$ cat src/rtl/light_sequencer_if.sv
// Button inputs and selector-control outputs of the light sequencer.
// master drives the buttons (board side); slave is the sequencer itself.
interface light_sequencer_if;
    logic       mode_btn;
    logic       step_btn;
    logic       sel;
    logic       step;
    logic [1:0] mode;
    logic [7:0] step_count;

    modport master (output mode_btn, step_btn, input sel, step, mode, step_count);
    modport slave  (input mode_btn, step_btn, output sel, step, mode, step_count);
endinterface

$ cat src/rtl/light_sequencer.sv
// Drives the lights selector: mode FSM, manual/auto step arbitration with a
// holdoff gap that spaces step pulses to cover converter latency.
module light_sequencer #(
    parameter int DWELL_CYCLES = 100,
    parameter int BLINK_CYCLES = 50,
    parameter int GAP_CYCLES   = 4
) (
    input logic               clk,
    input logic               rst,
    light_sequencer_if.slave  bus
);
    typedef enum logic [1:0] {
        ST_WHITE  = 2'd0,
        ST_MANUAL = 2'd1,
        ST_AUTO   = 2'd2,
        ST_BLINK  = 2'd3
    } state_t;

    localparam int DW = $clog2(DWELL_CYCLES + 1);
    localparam int BW = $clog2(BLINK_CYCLES + 1);
    localparam int HW = $clog2(GAP_CYCLES + 1);

    state_t        r_state, w_state_next;
    logic          r_mode_prev, r_step_prev;
    logic          r_sel, w_sel_next;
    logic          r_step;
    logic [7:0]    r_count;
    logic [DW-1:0] r_dwell, w_dwell_next;
    logic [BW-1:0] r_blink, w_blink_next;
    logic [HW-1:0] r_hold, w_hold_next;
    logic          r_pend, w_pend_next;
    logic          w_fire;

    logic w_mode_edge, w_step_edge, w_man_req, w_auto_req, w_req;

    assign w_mode_edge = bus.mode_btn & ~r_mode_prev;
    assign w_step_edge = bus.step_btn & ~r_step_prev;
    // A mode change in the same cycle swallows the step edge.
    assign w_man_req   = w_step_edge & ~w_mode_edge & (r_state != ST_WHITE);
    assign w_auto_req  = (r_state == ST_AUTO) && (r_dwell == DW'(DWELL_CYCLES - 1));
    assign w_req       = w_man_req | w_auto_req;

    always_comb begin
        w_state_next = r_state;
        w_fire       = 1'b0;
        w_pend_next  = r_pend;
        w_hold_next  = (r_hold != '0) ? r_hold - 1'b1 : '0;
        w_dwell_next = '0;
        w_blink_next = '0;
        w_sel_next   = 1'b1;

        if (w_mode_edge) begin
            case (r_state)
                ST_WHITE:  w_state_next = ST_MANUAL;
                ST_MANUAL: w_state_next = ST_AUTO;
                ST_AUTO:   w_state_next = ST_BLINK;
                default:   w_state_next = ST_WHITE;
            endcase
        end

        // Holdoff counts the blocked cycles after the pulse cycle, so a
        // load of GAP_CYCLES-1 puts consecutive pulses GAP_CYCLES apart.
        if (w_state_next == ST_WHITE) begin
            w_pend_next = 1'b0;
            w_hold_next = '0;
        end else if ((w_req || r_pend) && (r_hold == '0)) begin
            w_fire      = 1'b1;
            w_pend_next = 1'b0;
            w_hold_next = HW'(GAP_CYCLES - 1);
        end else if (w_req) begin
            w_pend_next = 1'b1;
        end

        if ((r_state == ST_AUTO) && (w_state_next == ST_AUTO) && !w_fire)
            w_dwell_next = r_dwell + 1'b1;

        case (w_state_next)
            ST_WHITE: w_sel_next = 1'b0;
            ST_BLINK: begin
                if (r_state != ST_BLINK) begin
                    w_sel_next = 1'b1;
                end else if (r_blink == BW'(BLINK_CYCLES - 1)) begin
                    w_sel_next = ~r_sel;
                end else begin
                    w_sel_next   = r_sel;
                    w_blink_next = r_blink + 1'b1;
                end
            end
            default: w_sel_next = 1'b1;
        endcase
    end

    always_ff @(posedge clk) begin
        if (rst) begin
            r_state     <= ST_WHITE;
            r_mode_prev <= 1'b1;
            r_step_prev <= 1'b1;
            r_sel       <= 1'b0;
            r_step      <= 1'b0;
            r_count     <= '0;
            r_dwell     <= '0;
            r_blink     <= '0;
            r_hold      <= '0;
            r_pend      <= 1'b0;
        end else begin
            r_state     <= w_state_next;
            r_mode_prev <= bus.mode_btn;
            r_step_prev <= bus.step_btn;
            r_sel       <= w_sel_next;
            r_step      <= w_fire;
            r_count     <= r_count + {7'd0, w_fire};
            r_dwell     <= w_dwell_next;
            r_blink     <= w_blink_next;
            r_hold      <= w_hold_next;
            r_pend      <= w_pend_next;
        end
    end

    assign bus.sel        = r_sel;
    assign bus.step       = r_step;
    assign bus.mode       = r_state;
    assign bus.step_count = r_count;
endmodule

$ cat src/flat_wrapper.sv
// flat-port wrapper written by rule: the top's interface ports become plain ports
module light_sequencer_flat 
#(
    parameter int DWELL_CYCLES = 100,
    parameter int BLINK_CYCLES = 50,
    parameter int GAP_CYCLES   = 4
)
  (clk, rst, bus_mode_btn, bus_step_btn, bus_sel, bus_step, bus_mode, bus_step_count);
  light_sequencer_if bus_i ();
  input logic clk;
  input logic rst;
  input wire logic [$bits(bus_i.mode_btn)-1:0] bus_mode_btn;
  input wire logic [$bits(bus_i.step_btn)-1:0] bus_step_btn;
  output wire logic [$bits(bus_i.sel)-1:0] bus_sel;
  output wire logic [$bits(bus_i.step)-1:0] bus_step;
  output wire logic [$bits(bus_i.mode)-1:0] bus_mode;
  output wire logic [$bits(bus_i.step_count)-1:0] bus_step_count;
  assign bus_i.mode_btn = bus_mode_btn;
  assign bus_i.step_btn = bus_step_btn;
  assign bus_sel = bus_i.sel;
  assign bus_step = bus_i.step;
  assign bus_mode = bus_i.mode;
  assign bus_step_count = bus_i.step_count;
  light_sequencer #(.DWELL_CYCLES(DWELL_CYCLES), .BLINK_CYCLES(BLINK_CYCLES), .GAP_CYCLES(GAP_CYCLES)) u_core (.clk(clk), .rst(rst), .bus(bus_i));
endmodule
$ cat config.mk
export PLATFORM = sky130hd
export DESIGN_NAME = light_sequencer_flat
export DESIGN_NICKNAME = d
export VERILOG_FILES = /design/src/rtl/light_sequencer_if.sv /design/src/rtl/light_sequencer.sv /design/src/flat_wrapper.sv
export SDC_FILE = /design/constraint.sdc
export NUM_CORES = 1
export LEC_CHECK = 0
export CAP_MARGIN = 20
export CORE_ASPECT_RATIO = 1.75
export CORE_MARGIN = 10
export CORE_UTILIZATION = 30
export DETAILED_ROUTE_END_ITERATION = 7
export HOLD_SLACK_MARGIN = 0.05
export PLACE_DENSITY = 0.55
export SLEW_MARGIN = 20
export SYNTH_ARGS = -nofsm -noshare
export SYNTH_HDL_FRONTEND = slang
export SYNTH_SLANG_ARGS = --single-unit
$ cat constraint.sdc
create_clock -name clk -period 2.8 [get_ports clk]
set_clock_uncertainty 0.2 [all_clocks]
set_input_delay 0.84 -clock clk [delete_from_list [all_inputs] [get_ports clk]]
set_output_delay 0.84 -clock clk [all_outputs]
set_load 0.1 [all_outputs]
### Metal layers overlaid

Bar = 20 um. Two of the layers only.
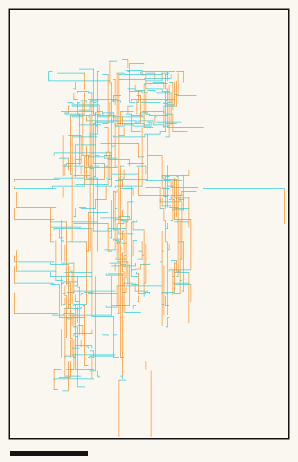
| color | layer | wire length |
|---|---|---|
| cyan | metal 1 | 1140 um |
| orange | metal 2 | 1640 um |
drt total wl: 3002 um
Total Routing Usage GR: 0.08259

### PDN straps and rails

Bar = 20 um. Pins as bars on the die edge.
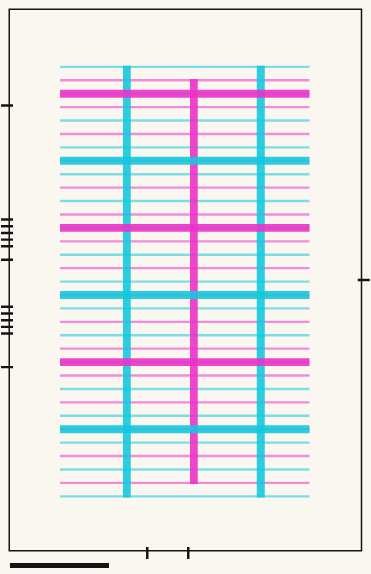
| color | net |
|---|---|
| magenta | VDD |
| cyan | VSS |
met5 straps: 6
signal pins: 16
rows: 32
met1 rails: 33
met4 straps: 3
peak supply drop: 343.1 uV
chip width: 71.11 um
Core Region: 4404 um2
Die Y: 109.4 um

### The metal 2 layer

Bar = 20 um.
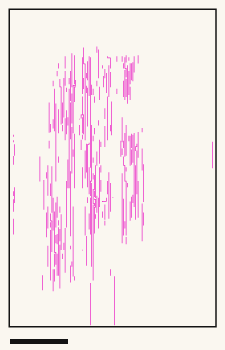
wire length on this layer: 1640 um
nets with wire on the layer: 154
met2 global-route usage: 0.1552
DR vias: 1045

==> impl_metrics.env <==
# yosys + openroad results
export IMPL_leakagePower_nw=0.6874
export IMPL_crit_type="in -> reg"
export IMPL_io_buffer_count=15
export IMPL_power_total_mw=0.8818
export IMPL_rsz0062_at_grt="no"
export IMPL_slowest_stage="clkdlybuf4s50_1"
export IMPL_wl_met3_um=105
export IMPL_synth_area_um2=1371
export IMPL_nets=178
export IMPL_hold_depth=1
export IMPL_antenna_cells=0
export IMPL_hp_start="u_core.r_blink[0]"
export IMPL_adder_share=0.09124
export IMPL_grt_pass1_wl_um=5133
export IMPL_drt_iter0_drc=8
export IMPL_comb_share=0.4288
export IMPL_ctsHoldBuffers=0
export IMPL_cts_tree="yes"
export IMPL_p_clk_mw=0.384
export IMPL_layout_cells_non_filler=216
export IMPL_wl_per_cell_um=13.90
export IMPL_common_cells="dfxtp_1 (31), nor2_1 (14), ha_1 (10), nand3_1 (10), xor2_1 (10)"
export IMPL_clock_area_frac=0.05698
export IMPL_drive_above_1_share=0.2727
export IMPL_finalSetupViolCount=0
export IMPL_timing_slew_headroom=0.6780
export IMPL_largest_reg_flops=8
export IMPL_avgSynthCellArea_um2=9.937
export IMPL_p_clk_frac=0.435
export IMPL_drt_pass1_iterations=4
export IMPL_powerSeq_mw=0.449
export IMPL_num_nonclk_inverters=7
export IMPL_worstSetupEndpoint="u_core.bus.step_count[5]"
export IMPL_layout_top_cells="dfxtp_1 (29), buf_4 (18), nor2_1 (14)"
export IMPL_top_cell_area_share=0.4526
export IMPL_die_area_um2=7782
export IMPL_top_usage_layer="met2"
export IMPL_status="finished clean"
export IMPL_synthTopCellsByArea="dfxtp_1 (45%), ha_1 (9.1%), xor2_1 (6.4%)"
export IMPL_yosysUniqueCellTypes=32
export IMPL_clock_sinks=31
export IMPL_r2r_slack_ns=0.31
export IMPL_layout_top_cell="dfxtp_1"
export IMPL_yosys_warnings=0
export IMPL_vias_per_cell=4.838
export IMPL_placedCellCount=208
export IMPL_r2r_end="u_core.bus.step_count[7]"
export IMPL_yosysCellCount=138
export IMPL_synth_area_yosys_um2=1371
export IMPL_seqCellArea_um2=625.6
export IMPL_drc=0
export IMPL_detail_route_antenna_nets=0
export IMPL_finalSetupTns_ns=0
export IMPL_p_comb_mw=0.0491
export IMPL_top_cell="dfxtp_1"
export IMPL_route_met2_wl_um=1641
export IMPL_synth_cells=138
export IMPL_pre_cts_ws_ns=-0.4078
export IMPL_clock_path_buffers=2
export IMPL_max_freq_ghz=0.3931
export IMPL_htreeDepth=2
export IMPL_wl_met1_um=1143
export IMPL_grt_util_met1=0.07477
export IMPL_whs_ns=0.2741
